Figure 1. Met3 routing.
Scale bar: 20 µm.
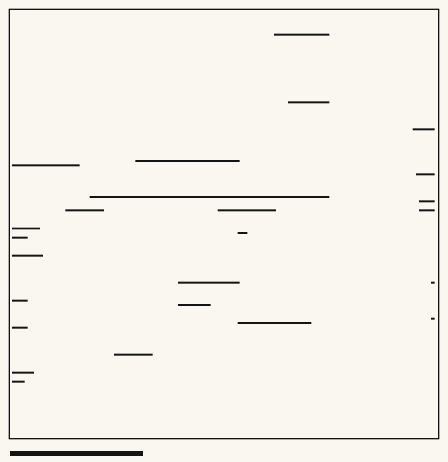
Figure 2. I/O pins on the die edge.
Scale bar: 20 µm. Pins as bars across the die edge, other pins in gray.
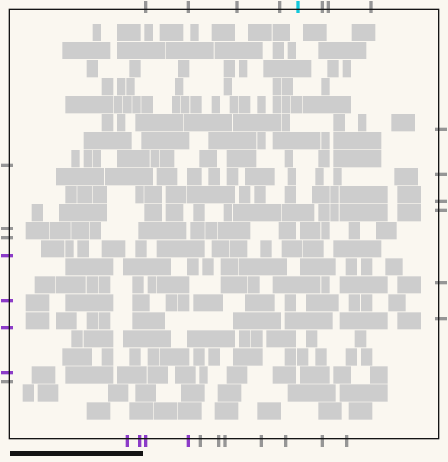
==> config.mk <==
export PLATFORM = sky130hd
export DESIGN_NAME = serial_adder
export DESIGN_NICKNAME = d
export VERILOG_FILES = /design/src/rtl/serial_adder.sv
export SDC_FILE = /design/constraint.sdc
export NUM_CORES = 1
export LEC_CHECK = 0
export CORE_MARGIN = 1.5
export CORE_UTILIZATION = 46
export CTS_CLUSTER_SIZE = 14
export DETAILED_ROUTE_END_ITERATION = 16
export GPL_TIMING_DRIVEN = 0
export PLACE_DENSITY = 0.72
export SLEW_MARGIN = 20
export SYNTH_ARGS = -nofsm -noshare
export SYNTH_HDL_FRONTEND = slang
export SYNTH_SLANG_ARGS = --single-unit
==> constraint.sdc <==
create_clock -name clk -period 1.9 [get_ports clk]
set_input_delay 0.38 -clock clk [delete_from_list [all_inputs] [get_ports clk]]
set_output_delay 0.38 -clock clk [all_outputs]
set_load 0.05 [all_outputs]
==> src/rtl/serial_adder.sv <==
// Multi-cycle adder/subtractor: DIGIT bits per clock through a registered carry,
// start/busy/done handshake, result committed atomically on the final digit.
module serial_adder #(
    parameter int WIDTH = 8,
    parameter int DIGIT = 1
) (
    input  logic             clk,
    input  logic             rst,
    input  logic             start,
    input  logic             sub,
    input  logic [WIDTH-1:0] a,
    input  logic [WIDTH-1:0] b,
    input  logic             cin,
    output logic             busy,
    output logic             done,
    output logic [WIDTH-1:0] s,
    output logic             cout,
    output logic             ovf
);

    localparam int K  = WIDTH / DIGIT;
    localparam int CW = (K > 1) ? $clog2(K) : 1;
    localparam logic [CW-1:0] LAST = CW'(K - 1);

    generate
        if (WIDTH < 1 || DIGIT < 1 || DIGIT > WIDTH || (WIDTH % DIGIT) != 0) begin : g_bad_param
            $error("serial_adder: WIDTH must be a positive multiple of DIGIT");
        end
    endgenerate

    typedef enum logic [1:0] {IDLE, RUN, DONE} state_t;

    state_t           state_q, state_d;
    logic [WIDTH-1:0] a_sh_q, a_sh_d;
    logic [WIDTH-1:0] b_sh_q, b_sh_d;
    logic [WIDTH-1:0] r_sh_q, r_sh_d;
    logic             c_q, c_d;
    logic [CW-1:0]    count_q, count_d;
    logic [WIDTH-1:0] s_q, s_d;
    logic             cout_q, cout_d;
    logic             ovf_q, ovf_d;

    logic [DIGIT:0]         dsum;
    logic [WIDTH+DIGIT-1:0] r_cat;

    always_comb begin
        state_d = state_q;
        a_sh_d  = a_sh_q;
        b_sh_d  = b_sh_q;
        r_sh_d  = r_sh_q;
        c_d     = c_q;
        count_d = count_q;
        s_d     = s_q;
        cout_d  = cout_q;
        ovf_d   = ovf_q;

        dsum  = {1'b0, a_sh_q[DIGIT-1:0]} + {1'b0, b_sh_q[DIGIT-1:0]} + {{DIGIT{1'b0}}, c_q};
        // Concatenating then taking the upper WIDTH bits shifts the new digit in
        // from the top, and also covers DIGIT == WIDTH without a special case.
        r_cat = {dsum[DIGIT-1:0], r_sh_q};

        case (state_q)
            IDLE, DONE: begin
                if (start) begin
                    a_sh_d  = a;
                    b_sh_d  = sub ? ~b : b;
                    c_d     = cin ^ sub;
                    count_d = '0;
                    state_d = RUN;
                end
            end
            RUN: begin
                r_sh_d  = r_cat[WIDTH+DIGIT-1:DIGIT];
                c_d     = dsum[DIGIT];
                a_sh_d  = a_sh_q >> DIGIT;
                b_sh_d  = b_sh_q >> DIGIT;
                count_d = count_q + CW'(1);
                if (count_q == LAST) begin
                    s_d     = r_cat[WIDTH+DIGIT-1:DIGIT];
                    cout_d  = dsum[DIGIT];
                    // carry into the MSB is recovered as a^b^sum at the top bit
                    ovf_d   = a_sh_q[DIGIT-1] ^ b_sh_q[DIGIT-1] ^ dsum[DIGIT-1] ^ dsum[DIGIT];
                    count_d = '0;
                    state_d = DONE;
                end
            end
            default: state_d = IDLE;
        endcase
    end

    always_ff @(posedge clk) begin
        if (rst) begin
            state_q <= IDLE;
            a_sh_q  <= '0;
            b_sh_q  <= '0;
            r_sh_q  <= '0;
            c_q     <= 1'b0;
            count_q <= '0;
            s_q     <= '0;
            cout_q  <= 1'b0;
            ovf_q   <= 1'b0;
        end else begin
            state_q <= state_d;
            a_sh_q  <= a_sh_d;
            b_sh_q  <= b_sh_d;
            r_sh_q  <= r_sh_d;
            c_q     <= c_d;
            count_q <= count_d;
            s_q     <= s_d;
            cout_q  <= cout_d;
            ovf_q   <= ovf_d;
        end
    end

    assign busy = (state_q == RUN);
    assign done = (state_q == DONE);
    assign s    = s_q;
    assign cout = cout_q;
    assign ovf  = ovf_q;

endmodule
==> run summary <==
fresh numbers from the pnr run: Final setup viols 0, kind of critical path reg -> out, crit-path max FO 10, outcome complete, no violations, Pint around 1.2 mW, Final GP Congestion between 0.7 and 0.8, CP arrival approximately 1400 ps, Boundary Pins 33, Die H 64.60 µm, Area growth, synth to finish 25.09%, Comb pwr share 0.162, vias in the first global route about 1300, GRT overflow 0, n_diodes 0, clock-pin slew on the worst setup and hold paths 70 ps, sequential share of power 0.521, clk sink count 39, Worst R2R Setup Slack between 300 and 400 ps, Final Max Slew Viols 0, largest net degree at the start of global routing 13, mapped cell area 1745 µm², GRT Util Overall 0.1865, initial antenna violation count 0, clock power share 0.317, cts hold-fix bufs 0, Seq share, synth 0.4473, Mapped Cells between 150 and 200, Final Hold Violation Tally 0, Sum Neg Setup Slack 0 ps, dominant logic cell type in the layout dfxtp_1, drt wl/cell 12.24 µm, share of post-route cells with drive strength above 1 0.1429, first drt pass iteration count 4, Yosys top cell by area dfxtp_1, Mapped Avg Cell Area 9.044 µm², Post-DRT Antenna Nets 0, Syn Nets 217, area of the core 3661 µm², Worst EP required 1520 ps, clock tree root driver cell clkbuf_8, max frequency 0.5543 GHz, critical path startpoint category flop, Leak 0.7595 nW, MaxCap Viol Count 0, CTS Buf Count 5, HPWL Detailed 2398 µm, CTS tree done, Synth Warn # 0, Comb area 837.1 µm², min-delay worst type reg -> reg, htree depth 2, Crit. End Element output port, chip width roughly 65 µm, P per Cell Area approximately 770 nW/µm², DRT iter0 DRCs 51, total power 1.681 mW, clock buffer depth 2, global-route wire length before repair 6078 µm, ys flops 39, DRC 0, total routed wirelength 3414 µm, worst slew pin tran 519.8 ps, Fillers 357, num rows 22, Vias per Instance 5.125, full die area 4173 µm², RSZ-0062 raised after global routing no, Post-CTS Setup Inserts 0, Port Buffers 30, initial core utilization 0.4768, worst-case headroom to the max-slew limit 0.6535, Sw Ratio 0.2617, Final period util 0.9495, clock latency on the worst-skew pair 290 ps, maximum VDD drop 0.4733 mV, Top cells by area dfxtp_1 (45%), a21oi_1 (11%), nand2_1 (7.5%), a22oi_2 (7.2%), nand3_1 (5.2%)
Notes on Figure 1 above:
The wires run mostly horizontal. The layer carries 150 µm of wire. The layer holds 4.4% of the routed length. 20 nets have wire on it. The longest straight run is 35.9 µm.

Notes on Figure 2 above:
Purple marks b, pins 8, direction input, edge 4 bottom, 4 left. Cyan marks busy, pins 1, direction output, edge top.
All pins by edge: 11 bottom, 8 left, 8 top, 6 right.

-- area by class of cell --
| cell class | count | area share |
|---|---|---|
| buffer | 16 | 0.05444 |
| timing repair buffer | 30 | 0.1341 |
| clock inverter | 2 | 0.005731 |
| clock buffer | 6 | 0.03324 |
| inverter | 1 | 0.004011 |
| tap | 48 | 0.02751 |
| sequential | 39 | 0.3576 |
| multi-input combinational | 137 | 0.3834 |
-- worst max-delay path, stage by stage (launching register included) --
cell and delay [ps]:
dfxtp_1 430, nand2b_4 180, buf_12 130, inv_6 50
buf_4 160, buf_4 190
-- final timing paths --
| kind | from | end | depth (start not counted) |
|---|---|---|---|
| min reg2reg | s[6] | s[6] | 2 |
| max reg2reg | b_sh_q[0] | ovf | 4 |
| min | s[6] | s[6] | 2 |
| max | state_q[1] | busy | 5 |
-- cell families after synthesis --
logic type,count (synthesis),share of synthesized area
compound gates,55,0.2115
xor+xnor,12,0.06021
fa+ha+maj,3,0.02580
buf+inv,17,0.07312
flops,39,0.4473
mux,1,0.005735
simple gates,66,0.1763
-- synthesized netlist by cell type --
library cell,instances
dfxtp_1,39
a21oi_1,37
nand2_1,35
nand3_1,18
a22oi_2,10
xor2_1,8
buf_4,5
a22oi_1,4
buf_2,4
clkbuf_1,4
nor2_1,4
xnor2_1,4
ha_1,2
nand2b_1,2
nand3b_1,2
nor2b_1,2
o21a_1,2
a211oi_1,1
a31oi_1,1
and3b_1,1
buf_12,1
buf_6,1
buf_8,1
fa_1,1
inv_6,1
mux2i_1,1
nand2b_4,1
nor4b_1,1
-- timing repair --
action | in CTS | in global routing
gates resized | 6 | 4
cloned | 0 | 0
endpoints found under the hold margin | 0 | 0
setup endpoints to repair | 2 | 2
-- layer usage --
metal	share of wire	vias to the layer above	wire (µm)	GRT usage
met5	0	-	0	0
met2	0.46	31	1572	0.2930
met3	0.044	6	149	0.04340
met1	0.48	655	1640	0.2527
met4	0.015	0	51	0.06383
li1	-	738	-	-
-- stage by stage --
stage	area, µm²	setup slack, ps	cells	utilization	hold slack, ps
5_1_grt	2183	18.23	279	0.5964	483.3
2_1_floorplan	1745	357.8	193	-	432.2
6_report	2183	95.97	279	0.5964	454.8
3_3_place_gp	2106	-176.3	271	0.5752	445.1
3_5_place_dp	2106	-190.0	271	0.5752	448.7
4_1_cts	2185	23.71	279	0.5967	459.4
-- registers in the layout, indices dropped and copies added, names as in the netlist --
register and count:
a_sh_q 8, b_sh_q 8, s 8, r_sh_q 7
count_q 3, state_q 2, c_q 1, cout 1
ovf 1
-- power groups by stage --
stage	clock network [mW]	registers [mW]	logic [mW]
2_1_floorplan	0	0.888	0.194
3_3_place_gp	0	0.893	0.270
3_5_place_dp	0	0.894	0.275
4_1_cts	0.549	0.874	0.274
5_1_grt	0.590	0.880	0.299
6_report	0.533	0.875	0.272
Power is estimated from default activity; no workload was simulated.
